--- src/rtl/ps2_pkg.sv ---
// ps2_pkg: PS/2 receive FSM encoding and constants shared with the downstream scan-code decoder.
`default_nettype none

package ps2_pkg;

  typedef enum logic [1:0] {
    ST_IDLE   = 2'd0,
    ST_DATA   = 2'd1,
    ST_PARITY = 2'd2,
    ST_STOP   = 2'd3
  } ps2_state_e;

  localparam int         FRAME_DATA_BITS = 8;
  localparam logic [7:0] BREAK_PREFIX    = 8'hF0;

  // PS/2 uses odd parity across the data byte plus the parity bit.
  function automatic logic odd_parity_ok(input logic [7:0] data, input logic parity);
    return (^data) ^ parity;
  endfunction

endpackage

`default_nettype wire

--- src/rtl/ps2_line_filter.sv ---
// ps2_line_filter: 2-FF synchroniser followed by a stability filter for one raw PS/2 line.
`default_nettype none

module ps2_line_filter #(
  parameter int FILTER_CYCLES = 8
) (
  input  logic clk,
  input  logic rst_n,
  input  logic line_i,
  output logic line_o
);

  localparam int CNT_W = $clog2(FILTER_CYCLES + 1);

  logic             sync1_q, sync2_q;
  logic             filt_q, filt_d;
  logic [CNT_W-1:0] cnt_q, cnt_d;

  always_ff @(posedge clk or negedge rst_n) begin
    if (!rst_n) begin
      sync1_q <= 1'b1;
      sync2_q <= 1'b1;
      filt_q  <= 1'b1;
      cnt_q   <= '0;
    end else begin
      sync1_q <= line_i;
      sync2_q <= sync1_q;
      filt_q  <= filt_d;
      cnt_q   <= cnt_d;
    end
  end

  // Any sample matching the current output restarts the run of differing samples.
  always_comb begin
    filt_d = filt_q;
    cnt_d  = '0;
    if (sync2_q != filt_q) begin
      if (cnt_q == CNT_W'(FILTER_CYCLES - 1)) begin
        filt_d = sync2_q;
      end else begin
        cnt_d = cnt_q + CNT_W'(1);
      end
    end
  end

  assign line_o = filt_q;

endmodule

`default_nettype wire

--- src/rtl/ps2_frame_rx.sv ---
// ps2_frame_rx: PS/2 frame deserialiser presenting the last two valid bytes with status/err pulses.
`default_nettype none

module ps2_frame_rx
  import ps2_pkg::*;
#(
  parameter int FILTER_CYCLES  = 8,
  parameter int TIMEOUT_CYCLES = 50000
) (
  input  logic        clk,
  input  logic        rst_n,
  input  logic        ps2_clk,
  input  logic        ps2_data,
  output logic [15:0] code,
  output logic        status,
  output logic        err
);

  localparam int TMO_W = $clog2(TIMEOUT_CYCLES + 1);
  localparam int BIT_W = $clog2(FRAME_DATA_BITS);

  logic clk_f, data_f;
  logic clkn_q, tick;

  ps2_line_filter #(.FILTER_CYCLES(FILTER_CYCLES)) u_clk_filter (
    .clk(clk), .rst_n(rst_n), .line_i(ps2_clk), .line_o(clk_f)
  );

  ps2_line_filter #(.FILTER_CYCLES(FILTER_CYCLES)) u_data_filter (
    .clk(clk), .rst_n(rst_n), .line_i(ps2_data), .line_o(data_f)
  );

  // Rising-edge detect on the inverted filtered clock gives the falling-edge tick.
  assign tick = ~clk_f & ~clkn_q;

  ps2_state_e       state_q, state_d;
  logic [7:0]       shift_q, shift_d;
  logic [BIT_W-1:0] bitcnt_q, bitcnt_d;
  logic             parity_q, parity_d;
  logic [15:0]      code_q, code_d;
  logic             status_q, status_d;
  logic             err_q, err_d;
  logic [TMO_W-1:0] tmo_q, tmo_d;

  always_ff @(posedge clk or negedge rst_n) begin
    if (!rst_n) begin
      clkn_q   <= 1'b0;
      state_q  <= ST_IDLE;
      shift_q  <= '0;
      bitcnt_q <= '0;
      parity_q <= 1'b0;
      code_q   <= '0;
      status_q <= 1'b0;
      err_q    <= 1'b0;
      tmo_q    <= '0;
    end else begin
      clkn_q   <= ~clk_f;
      state_q  <= state_d;
      shift_q  <= shift_d;
      bitcnt_q <= bitcnt_d;
      parity_q <= parity_d;
      code_q   <= code_d;
      status_q <= status_d;
      err_q    <= err_d;
      tmo_q    <= tmo_d;
    end
  end

  always_comb begin
    state_d  = state_q;
    shift_d  = shift_q;
    bitcnt_d = bitcnt_q;
    parity_d = parity_q;
    code_d   = code_q;
    status_d = 1'b0;
    err_d    = 1'b0;
    tmo_d    = '0;

    if (tick) begin
      unique case (state_q)
        ST_IDLE: begin
          if (!data_f) begin
            shift_d  = '0;
            bitcnt_d = '0;
            state_d  = ST_DATA;
          end
        end
        ST_DATA: begin
          shift_d  = {data_f, shift_q[7:1]};
          bitcnt_d = bitcnt_q + BIT_W'(1);
          if (bitcnt_q == BIT_W'(FRAME_DATA_BITS - 1)) begin
            state_d = ST_PARITY;
          end
        end
        ST_PARITY: begin
          parity_d = data_f;
          state_d  = ST_STOP;
        end
        ST_STOP: begin
          if (data_f && odd_parity_ok(shift_q, parity_q)) begin
            code_d   = {code_q[7:0], shift_q};
            status_d = 1'b1;
          end else begin
            err_d = 1'b1;
          end
          state_d = ST_IDLE;
        end
        default: state_d = ST_IDLE;
      endcase
    end else if (state_q != ST_IDLE) begin
      // A tick wins over an expiring timeout, so expiry is only evaluated without one.
      if (tmo_q == TMO_W'(TIMEOUT_CYCLES - 1)) begin
        state_d  = ST_IDLE;
        shift_d  = '0;
        bitcnt_d = '0;
      end else begin
        tmo_d = tmo_q + TMO_W'(1);
      end
    end
  end

  assign code   = code_q;
  assign status = status_q;
  assign err    = err_q;

endmodule

`default_nettype wire

--- config.mk ---
export PLATFORM = sky130hd
export DESIGN_NAME = ps2_frame_rx
export DESIGN_NICKNAME = d
export VERILOG_FILES = /design/src/rtl/ps2_pkg.sv /design/src/rtl/ps2_line_filter.sv /design/src/rtl/ps2_frame_rx.sv
export SDC_FILE = /design/constraint.sdc
export NUM_CORES = 1
export LEC_CHECK = 0
export ABC_CLOCK_PERIOD_IN_PS = 2100
export CAP_MARGIN = 15
export CORE_UTILIZATION = 45
export DETAILED_ROUTE_END_ITERATION = 10
export GPL_ROUTABILITY_DRIVEN = 0
export PLACE_DENSITY = 0.67
export SLEW_MARGIN = 15
export SYNTH_ARGS = -nofsm -noshare
export SYNTH_HDL_FRONTEND = slang
export SYNTH_SLANG_ARGS = --single-unit
--- constraint.sdc ---
create_clock -name clk -period 2.1 [get_ports clk]
set_input_delay 0.315 -clock clk [delete_from_list [all_inputs] [get_ports clk]]
set_output_delay 0.315 -clock clk [all_outputs]
set_load 0.02 [all_outputs]
congestion_map.png
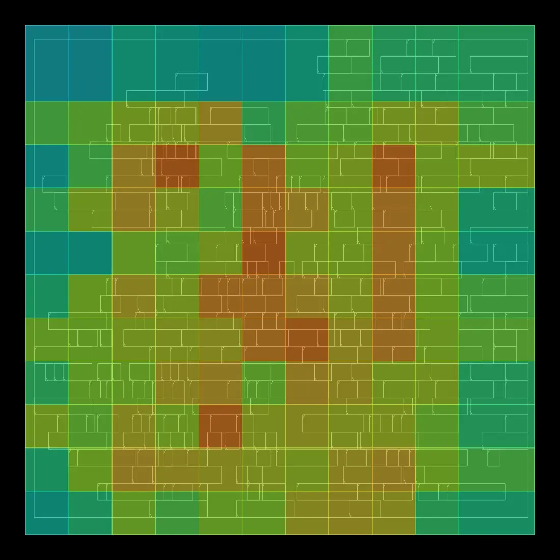
met1 Use GR: 20.16%
WL/cell: 13.13 µm

ff_map.png
Other sequential cells in the stronger gray, the rest of the logic in the fainter gray.
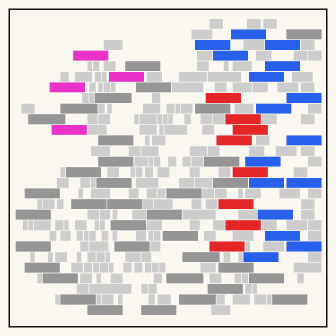
color	netlist name	flops
red	shift_q	8
blue	code	16
magenta	u_clk_filter.cnt_q	4
not colored	35
Seq. cell area: 0.001584 mm²
Seq power: 0.00150 W
Layout Utilization: 56.79%

==> summary.txt <==
run metrics: status completed, crit path DAT 2.23 ns, die height 81.06 µm, Fin Setup TNS 0 ns, Distinct cells, synth 38, H-tree levels 3, Post-Syn Area per Cell 12.56 µm², Worst R2R Path Depth 5, period utilization 95.50%, Critical Path End shift_q[2]$_DFFE_PN0P_, area of the core 0.005991 mm², CP max stage cell or4b_1, worst hold stages 0, worst hold slack 0.3521 ns, clk_skew 0.008725 ns, Critical path buffers and inverters 1, drt drc 0, Tightest Pin Transition 0.3897 ns, ant diodes 0, pin count of the biggest net entering global routing 64, final setup vio count 0, setup slack, reg-to-reg 0.09 ns, crit path DRT 2.32 ns
class_map.png
Bar = 20 µm.
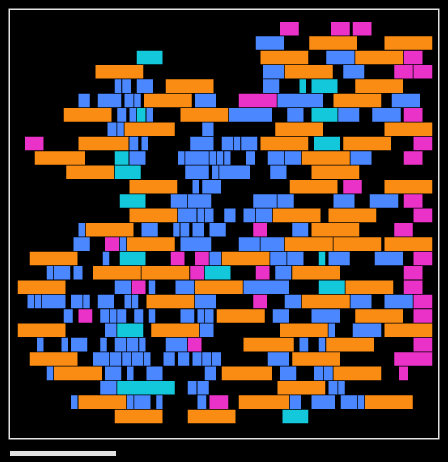
color	class	cells
cyan	clock drivers and dummy loads	16
magenta	remaining buffers and delay cells	34
blue	remaining logic cells	155
orange	registers	63

floorplan.png
Pins as bars on the die edge. Tap cells in gray.
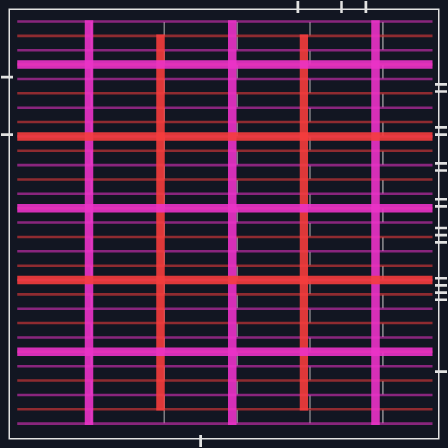
color	net
magenta	VSS
red	VDD
met5 straps	5
signal pins	22
met1 rails	29

routing by layer:
| layer | routed length [µm] | vias up |
|---|---|---|
| met5 | 0 | - |
| met4 | 138 | 0 |
| met3 | 128 | 11 |
| met2 | 2086 | 28 |
| met1 | 2151 | 872 |
| li1 | - | 867 |
area by class of cell:
class	instances	area (µm²)
clock buffer	13	158.9
clock inverter	3	42.54
fill	489	2589
inverter	9	33.78
multi-input combinational	146	1159
sequential	63	1584
tap	75	93.84
timing repair buffer	34	330.3
registers in the layout, summed over array words and instances, names as in the netlist, 2 cells and up:
signal               cells
u_data_filter.cnt_q      4
shift_q                  8
u_clk_filter.cnt_q       4
state_q                  2
bitcnt_q                 3
tmo_q                   16
code                    16
cells by family after synthesis:
kind of cell / synth area share, %
fa+ha+maj: 4.004
buf+inv: 2.713
compound gates: 6.717
simple gates: 12.68
flops: 56.32
mux: 9.964
xor+xnor: 7.607
metrics by stage:
stage / setup slack, ns / util (%) / power, W / cells / area [µm²]
after floorplan: 0.08230 / - / 0.002003 / 224 / 2813
after detailed placement: 0.1014 / 53.15 / 0.002208 / 326 / 3184
final: 0.09455 / 56.79 / 0.003235 / 343 / 3402
after global routing: 0.004430 / 56.79 / 0.003452 / 343 / 3402
after CTS: 0.09759 / 56.68 / 0.003288 / 343 / 3396
after global placement: 0.1351 / 53.15 / 0.002189 / 326 / 3184
report_power, final:
group,total [W],internal [W],switching [W],leakage (nW)
clock,0.00105,0.000612,0.000441,0.0996
sequential,0.00150,0.00138,0.000122,0.843
combinational,0.000685,0.000311,0.000375,0.572
total,0.00323,0.00230,0.000937,1.51
timing repair:
action                                  in CTS  in global routing
hold endpoints to repair                    53                  0
endpoints found under the setup margin       0                  7
hold buffers                                 1                  0
resized                                      0                  1
Power is estimated from default activity; no workload was simulated.
